## config.mk

```make
export PLATFORM = sky130hd
export DESIGN_NAME = arb_requester
export DESIGN_NICKNAME = d
export VERILOG_FILES = /design/src/rtl/arb_requester.sv
export SDC_FILE = /design/constraint.sdc
export NUM_CORES = 1
export LEC_CHECK = 0
export ABC_AREA = 1
export CORE_UTILIZATION = 51
export CTS_CLUSTER_SIZE = 24
export DETAILED_ROUTE_END_ITERATION = 8
export PLACE_DENSITY_LB_ADDON = 0.3
export SLEW_MARGIN = 20
export SYNTH_ARGS = -nofsm -noshare
export SYNTH_HDL_FRONTEND = slang
export SYNTH_SLANG_ARGS = --single-unit
export TNS_END_PERCENT = 5
```

## constraint.sdc

```tcl
create_clock -name clk -period 1.8 [get_ports clk]
set_clock_uncertainty 0.15 [all_clocks]
set_input_delay 0.36 -clock clk [delete_from_list [all_inputs] [get_ports clk]]
set_output_delay 0.36 -clock clk [all_outputs]
set_load 0.01 [all_outputs]
```

## src/rtl/arb_requester.sv

```systemverilog
// arb_requester: request FIFO that feeds one arbiter port.
// Entries are {payload, priority} pairs. The head entry is presented to the
// arbiter as req/pri. The priority of a waiting request ages upward, and a
// grant issues the payload as a one-cycle out_valid pulse.
//
// Handshake: req is held high in REQ until gnt is seen high at a rising edge.
// The following cycle is XFER, where req=0 and out_valid=1. The head entry is
// popped at the end of XFER. Because of this, req is always low for at least
// one cycle between grants, and gnt is ignored whenever req is low.
//
// fsm_state is a debug view of the FSM (0=IDLE, 1=REQ, 2=XFER).
module arb_requester #(
  parameter int DEPTH     = 4,
  parameter int DW        = 8,
  parameter int PW        = 3,
  parameter int AGE_LIMIT = 8
) (
  input  logic          clk,
  input  logic          rst_n,
  input  logic          wr_en,
  input  logic [DW-1:0] wr_data,
  input  logic [PW-1:0] wr_pri,
  output logic          full,
  output logic          empty,
  output logic          ovf,
  output logic          req,
  output logic [PW-1:0] pri,
  input  logic          gnt,
  output logic          out_valid,
  output logic [DW-1:0] out_data,
  output logic [1:0]    fsm_state
);

  localparam int AW = $clog2(DEPTH);
  localparam int CW = $clog2(AGE_LIMIT + 1);
  localparam logic [AW:0]   COUNT_ONE  = (AW + 1)'(1);
  localparam logic [AW:0]   COUNT_FULL = (AW + 1)'(DEPTH);
  localparam logic [CW-1:0] AGE_LAST   = CW'(AGE_LIMIT - 1);
  localparam logic [PW-1:0] PRI_MAX    = '1;

  typedef enum logic [1:0] {
    S_IDLE = 2'd0,
    S_REQ  = 2'd1,
    S_XFER = 2'd2
  } state_t;

  state_t        st;
  logic [DW-1:0] mem_data [DEPTH];
  logic [PW-1:0] mem_pri  [DEPTH];
  logic [AW-1:0] wr_ptr;
  logic [AW-1:0] rd_ptr;
  logic [AW-1:0] rd_ptr_next;
  logic [AW:0]   count;
  logic [AW:0]   count_next;
  logic [CW-1:0] wait_cnt;
  logic          wr_accept;
  logic          pop;
  logic [PW-1:0] next_head_pri;

  assign fsm_state = st;

  // Compute the FIFO next-state terms and the priority of the entry that follows the head
  always_comb begin
    wr_accept   = wr_en && !full;
    pop         = (st == S_XFER) && !empty;
    rd_ptr_next = rd_ptr + 1'b1;
    count_next  = count;
    if (wr_accept && !pop) begin
      count_next = count + COUNT_ONE;
    end else if (!wr_accept && pop) begin
      count_next = count - COUNT_ONE;
    end
    // If the head is the last entry, a write in the same cycle becomes the new head
    next_head_pri = (count > COUNT_ONE) ? mem_pri[rd_ptr_next] : wr_pri;
  end

  // Storage array, written at the write pointer when a push is accepted
  always_ff @(posedge clk) begin
    if (wr_accept) begin
      mem_data[wr_ptr] <= wr_data;
      mem_pri[wr_ptr]  <= wr_pri;
    end
  end

  // Pointers, occupancy, registered full/empty flags and the sticky overflow flag
  always_ff @(posedge clk or negedge rst_n) begin
    if (!rst_n) begin
      wr_ptr <= '0;
      rd_ptr <= '0;
      count  <= '0;
      full   <= 1'b0;
      empty  <= 1'b1;
      ovf    <= 1'b0;
    end else begin
      if (wr_accept) wr_ptr <= wr_ptr + 1'b1;
      if (pop)       rd_ptr <= rd_ptr_next;
      if (wr_en && full) ovf <= 1'b1;
      count <= count_next;
      full  <= (count_next == COUNT_FULL);
      empty <= (count_next == '0);
    end
  end

  // Request FSM: load priority, age it while waiting, issue payload on grant
  always_ff @(posedge clk or negedge rst_n) begin
    if (!rst_n) begin
      st        <= S_IDLE;
      req       <= 1'b0;
      pri       <= '0;
      wait_cnt  <= '0;
      out_valid <= 1'b0;
      out_data  <= '0;
    end else begin
      case (st)
        S_IDLE: begin
          out_valid <= 1'b0;
          if (!empty) begin
            st       <= S_REQ;
            req      <= 1'b1;
            pri      <= mem_pri[rd_ptr];
            wait_cnt <= '0;
          end else begin
            req <= 1'b0;
          end
        end
        S_REQ: begin
          if (gnt) begin
            st        <= S_XFER;
            req       <= 1'b0;
            out_valid <= 1'b1;
            out_data  <= mem_data[rd_ptr];
            wait_cnt  <= '0;
          end else if (wait_cnt == AGE_LAST) begin
            wait_cnt <= '0;
            if (pri != PRI_MAX) pri <= pri + 1'b1;
          end else begin
            wait_cnt <= wait_cnt + 1'b1;
          end
        end
        S_XFER: begin
          out_valid <= 1'b0;
          if (count_next != '0) begin
            st       <= S_REQ;
            req      <= 1'b1;
            pri      <= next_head_pri;
            wait_cnt <= '0;
          end else begin
            st  <= S_IDLE;
            req <= 1'b0;
          end
        end
        default: begin
          st        <= S_IDLE;
          req       <= 1'b0;
          out_valid <= 1'b0;
        end
      endcase
    end
  end

endmodule

```

==> results.cfg <==
; flow metrics
[logic_synthesis]
fp_nets = 371
top_logic_kind = simple AND/OR/NAND/NOR gates
synth-async-reset-ratio_pct = 39.7
synthDominantCellAreaShare_pct = 39.0
synth-main-ff-cell = edfxtp_1
yosys-top-cells-area = edfxtp_1 39%, dfrtp_1 21%, nand2_1 8.1%
yosysTopAreaCell = edfxtp_1
ys_seq_share_pct = 60.5
ys_top_cells_by_count = 73 x nand2_1, 60 x nor2_1, 44 x edfxtp_1
yosysChipArea_um2 = 3390
syn-cell-area_um2 = 3390
ys_ff = 73
edf_count = 44
yosysWarnings = 0
compound_area_share_pct = 8.46
synth_area_per_cell_um2 = 9.88
synth_cells = 343
ys_sh_xor_pct = 0.775
yosys_cells = 343
mux_share_pct = 0
synth_top_cell_by_count = nand2_1
adder_share_pct = 4.80

[final_layout]
seq_area_um2 = 2050
largest_cell_class = flip-flops and latches
top_register = mem_data
layout.cells.non_filler = 496
inverters = 36
comb_share_pct = 28.4
drive_gt1_share_pct = 17.7
diodes = 0
n_sequential_cell = 73
fillers = 498
bufAreaShareNonClock_pct = 14.3
clkbuf_count = 11
comb_area_um2 = 1220
clockNetworkAreaShare_pct = 4.36
comb_cells = 226
reg_top3 = mem_data x32, mem_pri x12, out_data x8
nNetsFinal = 442
largest_register_ffs = 32
most-common-layout-cells = 71 x nand2_1, 60 x nor2_1, 44 x edfxtp_1
lay_top_count = nand2_1

[global_route]
grt_use_met2_pct = 34.5
grt_use_met1_pct = 27.7
busiest_layer = met2
grt_usage_pct = 21.4
grt_pass1_vias = 2482
grt_overflow = 0
use_met3_pct = 4.35
grt_max_degree = 30
grt_pass1_wl_um = 11400
antenna_found_initial = 0

[clock_network]
cts_setup_buffers = 0
cts_root_buffer = clkbuf_8
ctsHtreeMaxLevel = 3
clockBufferDepth = 2
ctsResizeCount = 7
clock_latency_ns = 0.36
clk_pin_slew_ns = 0.08
cts_tree = built
hold_buffers = 0

[floorplanning]
fp_util_pct = 53.1
dieArea_um2 = 6970
ioPinCount = 33
die_x_um = 83.5
die_height_um = 83.5
n_tap_cell = 77

[setup_path]
cp_max_fo = 5
worstPathCellList = inv_2 > ha_4 > inv_2 > nor2_4 > nand3_1 > nand3_1 > nand2_2 > nand3_4 > nand3_2 > nand2_1 > nand2_1
r2r_cells = 11
crit_path_end_kind = flip-flop
critPathLaunch = fsm_state[0]
crit_path_end = pri[2]
critPathBufInv = 2
cp.arrival_ns = 1.89
cpPeakStageDelay_ns = 0.41
rrSetupSlack_ns = 0.01
critPathKind = flip-flop to flip-flop
crit_family = simple AND/OR/NAND/NOR gates
cp_data_required_time_ns = 1.90
r2r-start = fsm_state[0]
start_kind = flip-flop
cp_slowest_cell = dfrtp_1

[sta]
holdWs_ns = 0.213
slew_headroom_pct = 71.2
slew_viol_final = 0
min_period_ns = 1.79
max_freq_mhz = 559
tns_ns = 0
hold_viol = 0
rsz0062_at_grt = true
worstMarginPinSlew_ns = 0.428
post-route-period-util_pct = 99.5

[min_path]
hold_path_class = primary input to asynchronous set/reset pin

[power]
power_mw = 7.18
p_seq_share_pct = 35.2
top_power_group = combinational cells
sequentialPower_mw = 2.52
clkPwrFrac_pct = 17.3
p_leak_nw = 1.92
p_comb_mw = 3.41
internal-power_mw = 4.41
ir_drop_v = 0.00118
swShare_pct = 38.5
combPwrFrac_pct = 47.5
powerDensity_nw_per_um2 = 1670
p_sw_mw = 2.77

[detailed_routing]
first_pass_iters = 4
top_layer_used = met4
wl_met2_um = 3230
wl_per_cell_um = 13.4
wl_met3_um = 243
drc_errors = 0
drtAntennaViolNets = 0
vias_per_cell = 5.08
drt_iter0_drc = 136

[placement]
dpl.cell_count = 478
pre_cts_slack_ns = -0.295
port_buffers = 32
placement.cell_area_um2 = 4080
gp_congestion = 0.780
hpwl_um = 4540

[job]
cap_violations = 0
warnings = 35

[status]
status = completed
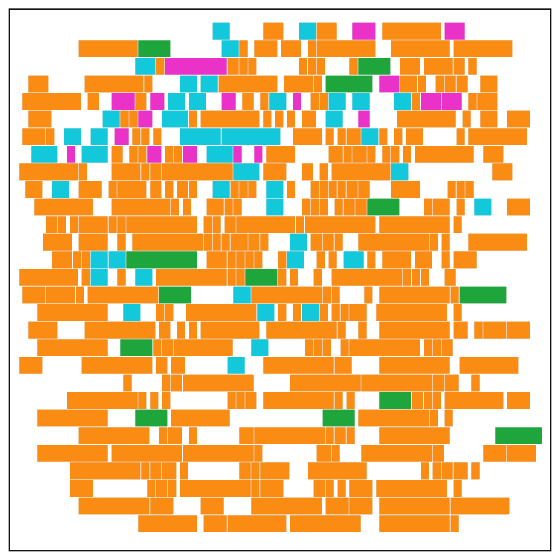
*Cells by drive strength*
Magenta shows _2 cells, cells 18, share 4.3%, most used nand2_2. Green shows _6 and larger, cells 13, share 3.1%, most used clkbuf_8. Cyan shows _3 and _4 cells, cells 43, share 10%, most used buf_4. Orange shows _0 and _1 cells, cells 345, share 82%, most used nand2_1.
fin area: 4300 µm²
Area growth syn-to-layout: 27.0%
worst setup margin: 0.00986 ns
nonclk buf count: 68

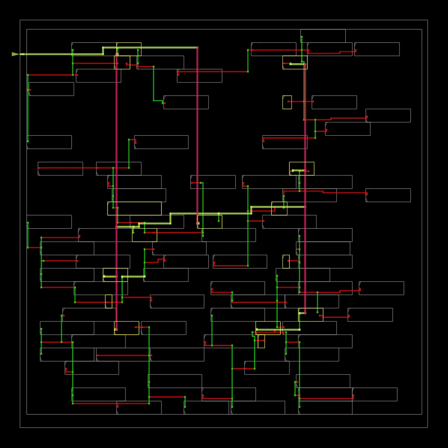
*Clock nets*
total CTS buffers: 9
number of clock sinks: 73
Clock net power: 1.24 mW

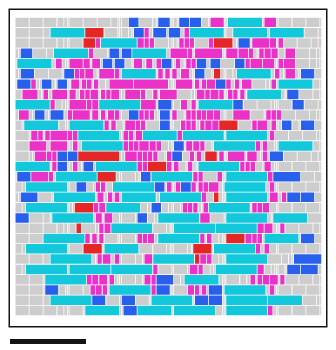
*Placement by cell class*
Scale bar: 20 µm. Fill, decap, tap and diode cells in gray.
Cyan shows sequential cells, cells 73. Red shows clock drivers and dummy loads, cells 16. Magenta shows combinational and other logic, cells 262. Blue shows remaining buffers and delay cells, cells 68.
core area: 6390 µm²
Rows: 29
Seq/total area: 47.6%
post-layout util: 67.4%

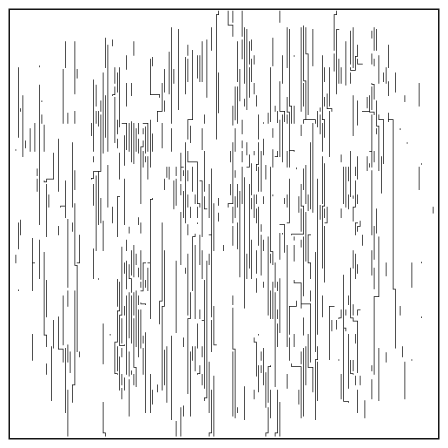
*Signal wires on met2*
The longest straight run is 33.0 µm. The layer holds 49% of the routed length. The layer carries 3230 µm of wire. The wires run mostly vertical. 335 nets have wire on it.
final wirelength: 6650 µm
DR vias: 2518

Power figures rest on the tool's default switching activity, not on a simulated workload.
